run_1/gate_families.png
Drawn at 8 px/um.
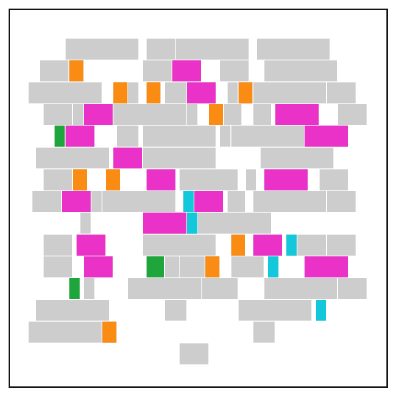
run_1/metal_stack.png
Drawn at 8 px/um. Only two layers are drawn.
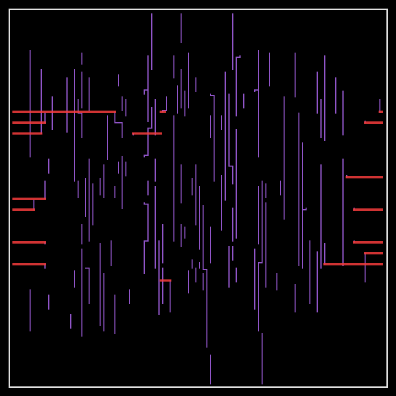
run_1/zoom.png
Region (9, 9) to (39, 39) um. Cells in gray, sequential cells in the stronger gray; small squares are vias.
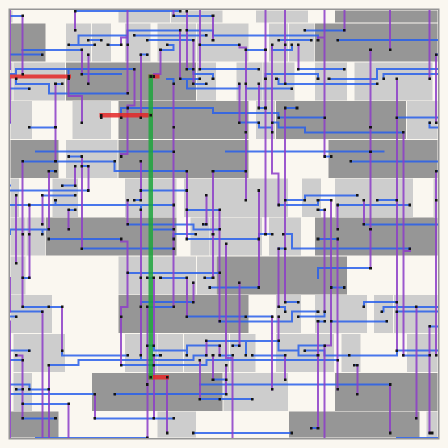
--- config.mk ---
export PLATFORM = sky130hd
export DESIGN_NAME = serial_sub
export DESIGN_NICKNAME = d
export VERILOG_FILES = /design/src/rtl/serial_sub.sv
export SDC_FILE = /design/constraint.sdc
export NUM_CORES = 1
export LEC_CHECK = 0
export ABC_CLOCK_PERIOD_IN_PS = 3600
export CORE_MARGIN = 2
export CORE_UTILIZATION = 50
export CTS_BUF_LIST = sky130_fd_sc_hd__clkbuf_4
export CTS_CLUSTER_DIAMETER = 200
export DETAILED_ROUTE_END_ITERATION = 8
export MAX_ROUTING_LAYER = met4
export PLACE_DENSITY = 0.9
export SLEW_MARGIN = 10
export SYNTH_ARGS = -nofsm -noshare
export SYNTH_HDL_FRONTEND = slang
export SYNTH_SLANG_ARGS = --single-unit
--- constraint.sdc ---
create_clock -name clk -period 3.6 [get_ports clk]
set_input_delay 0.72 -clock clk [delete_from_list [all_inputs] [get_ports clk]]
set_output_delay 0.72 -clock clk [all_outputs]
set_load 0.1 [all_outputs]
--- src/rtl/serial_sub.sv ---
// serial_sub: bit-serial ripple-borrow subtractor, D = A - B - bin, LSB first.
// One full-subtractor cell walks the operands over WIDTH cycles.
// start/busy/done handshake; D/Bout are held until the next completion.
// Optional feature macro: SERIAL_SUB_OVF_EN adds a registered signed-overflow flag (ovf).
//
// state  | meaning
// S_IDLE | waiting for start; D/Bout hold the last result
// S_RUN  | one operand bit processed per clock, WIDTH clocks total
module serial_sub #(
  parameter int WIDTH = 4
) (
  input  logic             clk,
  input  logic             rst,
  input  logic             start,
  input  logic [WIDTH-1:0] A,
  input  logic [WIDTH-1:0] B,
  input  logic             bin,
  output logic [WIDTH-1:0] D,
  output logic             Bout,
  output logic             busy,
`ifdef SERIAL_SUB_OVF_EN
  output logic             done,
  output logic             ovf
`else
  output logic             done
`endif
);

  localparam int CW = (WIDTH > 2) ? $clog2(WIDTH) : 1;

  typedef enum logic {
    S_IDLE = 1'b0,
    S_RUN  = 1'b1
  } state_t;

  state_t state, state_nxt;

  logic [WIDTH-1:0] a_sh;
  logic [WIDTH-1:0] b_sh;
  logic             br;
  // Holds the WIDTH-1 most recent difference bits; the final bit is merged
  // directly into D on the last edge.
  logic [WIDTH-2:0] res_sh;
  logic [CW-1:0]    cnt;

  logic             load;
  logic             step;
  logic             last;
  logic             a_i;
  logic             b_i;
  logic             d_i;
  logic             br_nxt;
  logic [WIDTH-1:0] res_nxt;

  // Full-subtractor cell on the current LSBs of the operand shift registers
  always_comb begin
    a_i     = a_sh[0];
    b_i     = b_sh[0];
    d_i     = a_i ^ b_i ^ br;
    br_nxt  = (~a_i & b_i) | (~(a_i ^ b_i) & br);
    res_nxt = {d_i, res_sh};
  end

  // State register
  always_ff @(posedge clk or posedge rst) begin
    if (rst) begin
      state <= S_IDLE;
    end else begin
      state <= state_nxt;
    end
  end

  // Next-state decode and handshake strobes
  always_comb begin
    state_nxt = state;
    load      = 1'b0;
    step      = 1'b0;
    last      = 1'b0;
    busy      = 1'b0;
    case (state)
      S_IDLE: begin
        if (start) begin
          load      = 1'b1;
          state_nxt = S_RUN;
        end
      end
      S_RUN: begin
        busy = 1'b1;
        step = 1'b1;
        if (cnt == CW'(WIDTH - 1)) begin
          last      = 1'b1;
          state_nxt = S_IDLE;
        end
      end
      default: begin
        state_nxt = S_IDLE;
      end
    endcase
  end

  // Operand shift registers, borrow flop and bit counter
  always_ff @(posedge clk or posedge rst) begin
    if (rst) begin
      a_sh   <= '0;
      b_sh   <= '0;
      br     <= 1'b0;
      res_sh <= '0;
      cnt    <= '0;
    end else if (load) begin
      a_sh   <= A;
      b_sh   <= B;
      br     <= bin;
      res_sh <= '0;
      cnt    <= '0;
    end else if (step) begin
      a_sh   <= a_sh >> 1;
      b_sh   <= b_sh >> 1;
      br     <= br_nxt;
      res_sh <= res_nxt[WIDTH-1:1];
      cnt    <= cnt + CW'(1);
    end
  end

  // Result registers: loaded only on the final bit, held otherwise
  always_ff @(posedge clk or posedge rst) begin
    if (rst) begin
      D    <= '0;
      Bout <= 1'b0;
      done <= 1'b0;
    end else begin
      done <= last;
      if (last) begin
        D    <= res_nxt;
        Bout <= br_nxt;
      end
    end
  end

`ifdef SERIAL_SUB_OVF_EN
  // Signed overflow: borrow into the MSB differs from borrow out of it
  always_ff @(posedge clk or posedge rst) begin
    if (rst) begin
      ovf <= 1'b0;
    end else if (last) begin
      ovf <= br ^ br_nxt;
    end
  end
`endif

endmodule
==> results.tsv, run 1 <==
stage	metric	value	unit
status	outcome	finished, final reports clean	
yosys	netlist_instances	75	
global_routing	grt_overflow_total	0	
drt	drtIter0Drc	5	
yosys	yosys.area_share.simple	0.08367	
power	comb_power_share	0.517	
layout	areaGrowthSynthToFinish	22.40	%
power	p_leak	0.5562	nW
min_path	hp-class	flip-flop to flip-flop	
worst_setup_path	end_kind	primary output	
worst_setup_path	startpoint_type	flip-flop	
drt	drt-met1-wl	647	um
global_routing	grt_pass1_vias	568	
yosys	ys_top_cells_by_area	dfrtp_1 (57%), mux2i_1 (12%), mux2_4 (8.1%)	
yosys	ys_ff	21	
yosys	avgSynthCellArea	12.36	um^2
worst_setup_path	reg2reg_to	D[2]	
final_timing	drv_slew	0	
run	drv_cap	0	
final_timing	fin_ws	1.078	ns
floorplanning	fp-utilization	0.5370	
yosys	ys_chip_area	927.1	um^2
power	pg_seq	0.416	mW
drt	vias_per_cell	4.831	
drt	drc	0	
power	switching_share	0.4800	
yosys	syn_area	927.1	um^2
placement	placed_area	1107	um^2
global_routing	met2_usage	0.2411	
min_path	hp-start	a_sh[3]	
global_routing	grt_max_degree	28	
layout	nFillCells	147	
power	powerClk	0.114	mW
layout	seq_area	525.5	um^2
placement	dp_slack	1.415	ns
layout	sh_comb_area	0.3120	
layout	drive_above_1_share	0.1290	
yosys	yosys_cells	75	
layout	final_util	0.6572	
clock_tree	hold_buffers	0	
clock_tree	cts_made_buffers	3	
drt	wl_met2	662	um
floorplanning	rows	15	
yosys	yosys.area_share.aoi	0.06343	
layout	reg.largest.list	D: 4 flops, a_sh: 4 flops, b_sh: 4 flops	
floorplanning	num_io_pins	19	
clock_tree	clk_pin_slew_worst_paths	0.12	ns
yosys	ys_seq_share	0.5668	
worst_setup_path	r2r_slack	2.06	ns
global_routing	grt_pass1_wl	2290	um
clock_tree	clock_path_buffers	2	
layout	mi_logic_area	354.1	um^2
placement	dp_cells	114	
run	warning_count	26	
clock_tree	htreeDepth	1	
yosys	synthTopCellsByCount	dfrtp_1 (21), mux2i_1 (11), nand2_1 (9), o21ai_1 (6)	
final_timing	maxSlewHeadroom	0.3581	
clock_tree	cts.sinks	21	
worst_setup_path	max_stage_delay	1.13	ns
final_timing	period_needed	2.522	ns
min_path	whs_path_depth	2	
layout	final_nets	108	
yosys	async_reset_ff_frac	1.000	
global_routing	grtUsageMet3	0.02308	
yosys	xor_area_frac	0	
worst_setup_path	regToRegStartpoint	state	
yosys	ys.warnings.count	0	
worst_setup_path	critical_path_class	flip-flop to primary output	
final_timing	whs	0.5038	ns
worst_setup_path	cp.depth	1	
worst_setup_path	slowest_stage	clkdlybuf4s50_1	
## Picture notes: gate_families.png
multiplexers: shown in magenta, cells 16. NOR gates: shown in green, cells 3. inverters: shown in cyan, cells 5. inverting AOI/OAI gates: shown in orange, cells 10.
Non-Filler Instances: 118
Top cell excl fill/tap: dfrtp_1

## Picture notes: metal_stack.png
met3: shown in red, wire length 61.9 um. met2: shown in purple, wire length 663 um.
wirelength, routed: 1393 um
Overall Global Routing Usage: 0.1530
via count: 570
DR WL/cell: 11.81 um

## Picture notes: zoom.png
met3: shown in red. met4: shown in green. met1: shown in blue. met2: shown in purple.
Netlist names of flops here include D (3), a_sh (2), cnt (2). 57 logic cells have their middle in the window. Sequential cells in the window: 13. Most frequent: dfrtp_1 (13), mux2i_1 (8), nand2_1 (8).

run_1/wire_density.png
Drawn at 6 px/um. 9 x 9 tiles, from dark purple (low) to yellow (high), scaled to the fullest tile. Values are wire area over tile area, all layers added.
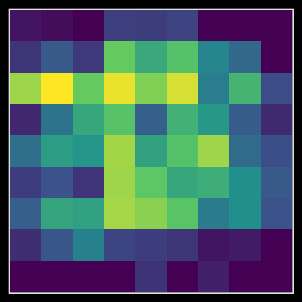

## Run 2: what changed since run 1
ABC_CLOCK_PERIOD_IN_PS = 2200   (was 3600)
CORE_UTILIZATION = 47   (was 50)
PLACE_DENSITY = 0.89   (was 0.9)
clock period = 2.2 ns   (was 3.6 ns; I/O delays follow)
run_2/wire_density.png
Drawn at 6 px/um. 10 x 10 tiles, from dark purple (low) to yellow (high), scaled to the fullest tile. Values are wire area over tile area, all layers added.
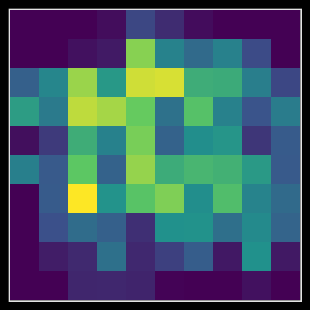
18% of the tiles are nearly empty. 28% of the tiles are over half the peak. The mean over all tiles is 0.093.
Overall Global Routing Usage: 0.1427
via count: 571
wirelength, routed: 1384 um
DR WL/cell: 11.25 um

run_2/gate_families.png
Drawn at 8 px/um.
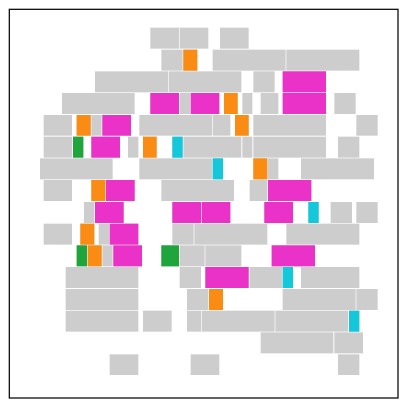
NOR gates: shown in green, cells 3. inverting AOI/OAI gates: shown in orange, cells 10. multiplexers: shown in magenta, cells 16. inverters: shown in cyan, cells 5.
Non-Filler Instances: 123
fraction of area in multi-input gates: 0.3059

==> results.tsv, run 2 <==
stage	metric	value	unit	change
layout	reg.largest.list	D: 4 flops, a_sh: 4 flops, b_sh: 4 flops		unchanged
global_routing	grt_pass1_wl	2366	um	was 2290 um
final_timing	period_needed	1.578	ns	
layout	layout_top_cell	dfrtp_1		unchanged
layout	final_nets	111		was 108
yosys	yosys_cells	75		unchanged
yosys	avgSynthCellArea	12.36	um^2	unchanged
worst_setup_path	path_delay_family	flip-flops		was buffers and inverters
drt	drc	0		unchanged
floorplanning	rows	16		was 15
floorplanning	num_io_pins	19		unchanged
min_path	hp-class	input pin to async pin		was flip-flop to flip-flop
floorplanning	fp-utilization	0.4875		was 0.5370
global_routing	grt_busiest_layer	met2		unchanged
worst_setup_path	r2r_slack	0.87	ns	was 2.06 ns
worst_setup_path	startpoint_type	flip-flop		unchanged
layout	nFillCells	153		was 147
yosys	yosys.area_share.aoi	0.06343		unchanged
yosys	ys_seq_share	0.5668		unchanged
yosys	synth.distinct_cells	18		unchanged
worst_setup_path	max_stage_delay	0.61	ns	was 1.13 ns
layout	buf_share	0.1708		was 0.1566
yosys	async_reset_ff_frac	1.000		unchanged
status	outcome	finished, final reports clean		unchanged
layout	mi_logic_area	354.1	um^2	unchanged
global_routing	met2_usage	0.2292		was 0.2411
yosys	xor_area_frac	0		unchanged
final_timing	whs	0.4625	ns	was 0.5038 ns
yosys	ys.warnings.count	0		unchanged
yosys	ys_chip_area	927.1	um^2	unchanged
drt	vias_per_cell	4.642		was 4.831
power	switching_share	0.4760		was 0.4800
global_routing	grtUsageMet3	0.04321		was 0.02308
clock_tree	htreeDepth	1		unchanged
worst_setup_path	reg2reg_to	cnt[0]		was D[2]
clock_tree	clock_path_buffers	2		unchanged
layout	final_util	0.6086		was 0.6572
final_timing	setup_viol	0		unchanged
power	comb_power_share	0.535		was 0.517
yosys	syn_area	927.1	um^2	unchanged
layout	drive_above_1_share	0.2188		was 0.1290
global_routing	grt_pass1_vias	555		was 568
drt	drtIter0Drc	11		was 5
run	drv_cap	0		unchanged
worst_setup_path	critical_path_class	flip-flop to primary output		unchanged
yosys	ys_top_cells_by_area	dfrtp_1 (57%), mux2i_1 (12%), mux2_4 (8.1%)		unchanged
yosys	yosys.area_share.simple	0.08367		unchanged
clock_tree	cts_made_buffers	3		unchanged
power	p_leak	0.5835	nW	was 0.5562 nW
global_routing	grt_max_degree	22		was 28
worst_setup_path	regToRegStartpoint	state		unchanged
power	powerClk	0.177	mW	was 0.114 mW
final_timing	maxSlewHeadroom	0.7202		was 0.3581
worst_setup_path	end_kind	primary output		unchanged
placement	dp_slack	0.6270	ns	was 1.415 ns
placement	dp_cells	119		was 114
yosys	synthTopCellsByCount	dfrtp_1 (21), mux2i_1 (11), nand2_1 (9), o21ai_1 (6)		unchanged
worst_setup_path	cp.depth	1		unchanged
run	warning_count	26		unchanged
final_timing	drv_slew	0		unchanged
global_routing	grt_overflow_total	0		unchanged
yosys	ys_ff	21		unchanged
worst_setup_path	required	1.76	ns	was 2.88 ns
floorplanning	die_h	48.42	um	was 47.06 um
yosys	netlist_instances	75		unchanged
power	seq_power_share	0.366		was 0.380
clock_tree	hold_buffers	0		unchanged
clock_tree	clk_pin_slew_worst_paths	0.12	ns	about the same
run_2/zoom.png
Region (9, 9) to (39, 39) um. Cells in gray, sequential cells in the stronger gray; small squares are vias.
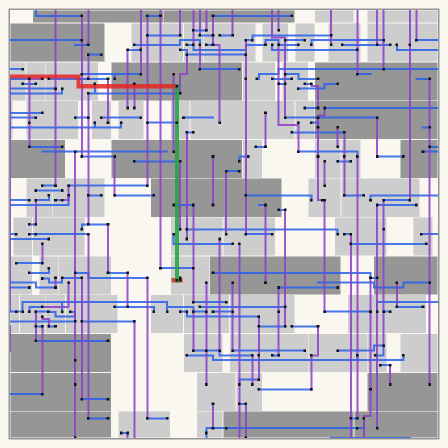
met3: shown in red. met1: shown in blue. met4: shown in green. met2: shown in purple.
Sequential cells in the window: 13. 63 logic cells have their middle in the window. Netlist names of flops here include b_sh (3), a_sh (2), cnt (2). Most frequent: dfrtp_1 (13), mux2i_1 (11), nand2_1 (9).

Power and IR drop assume default switching activity.
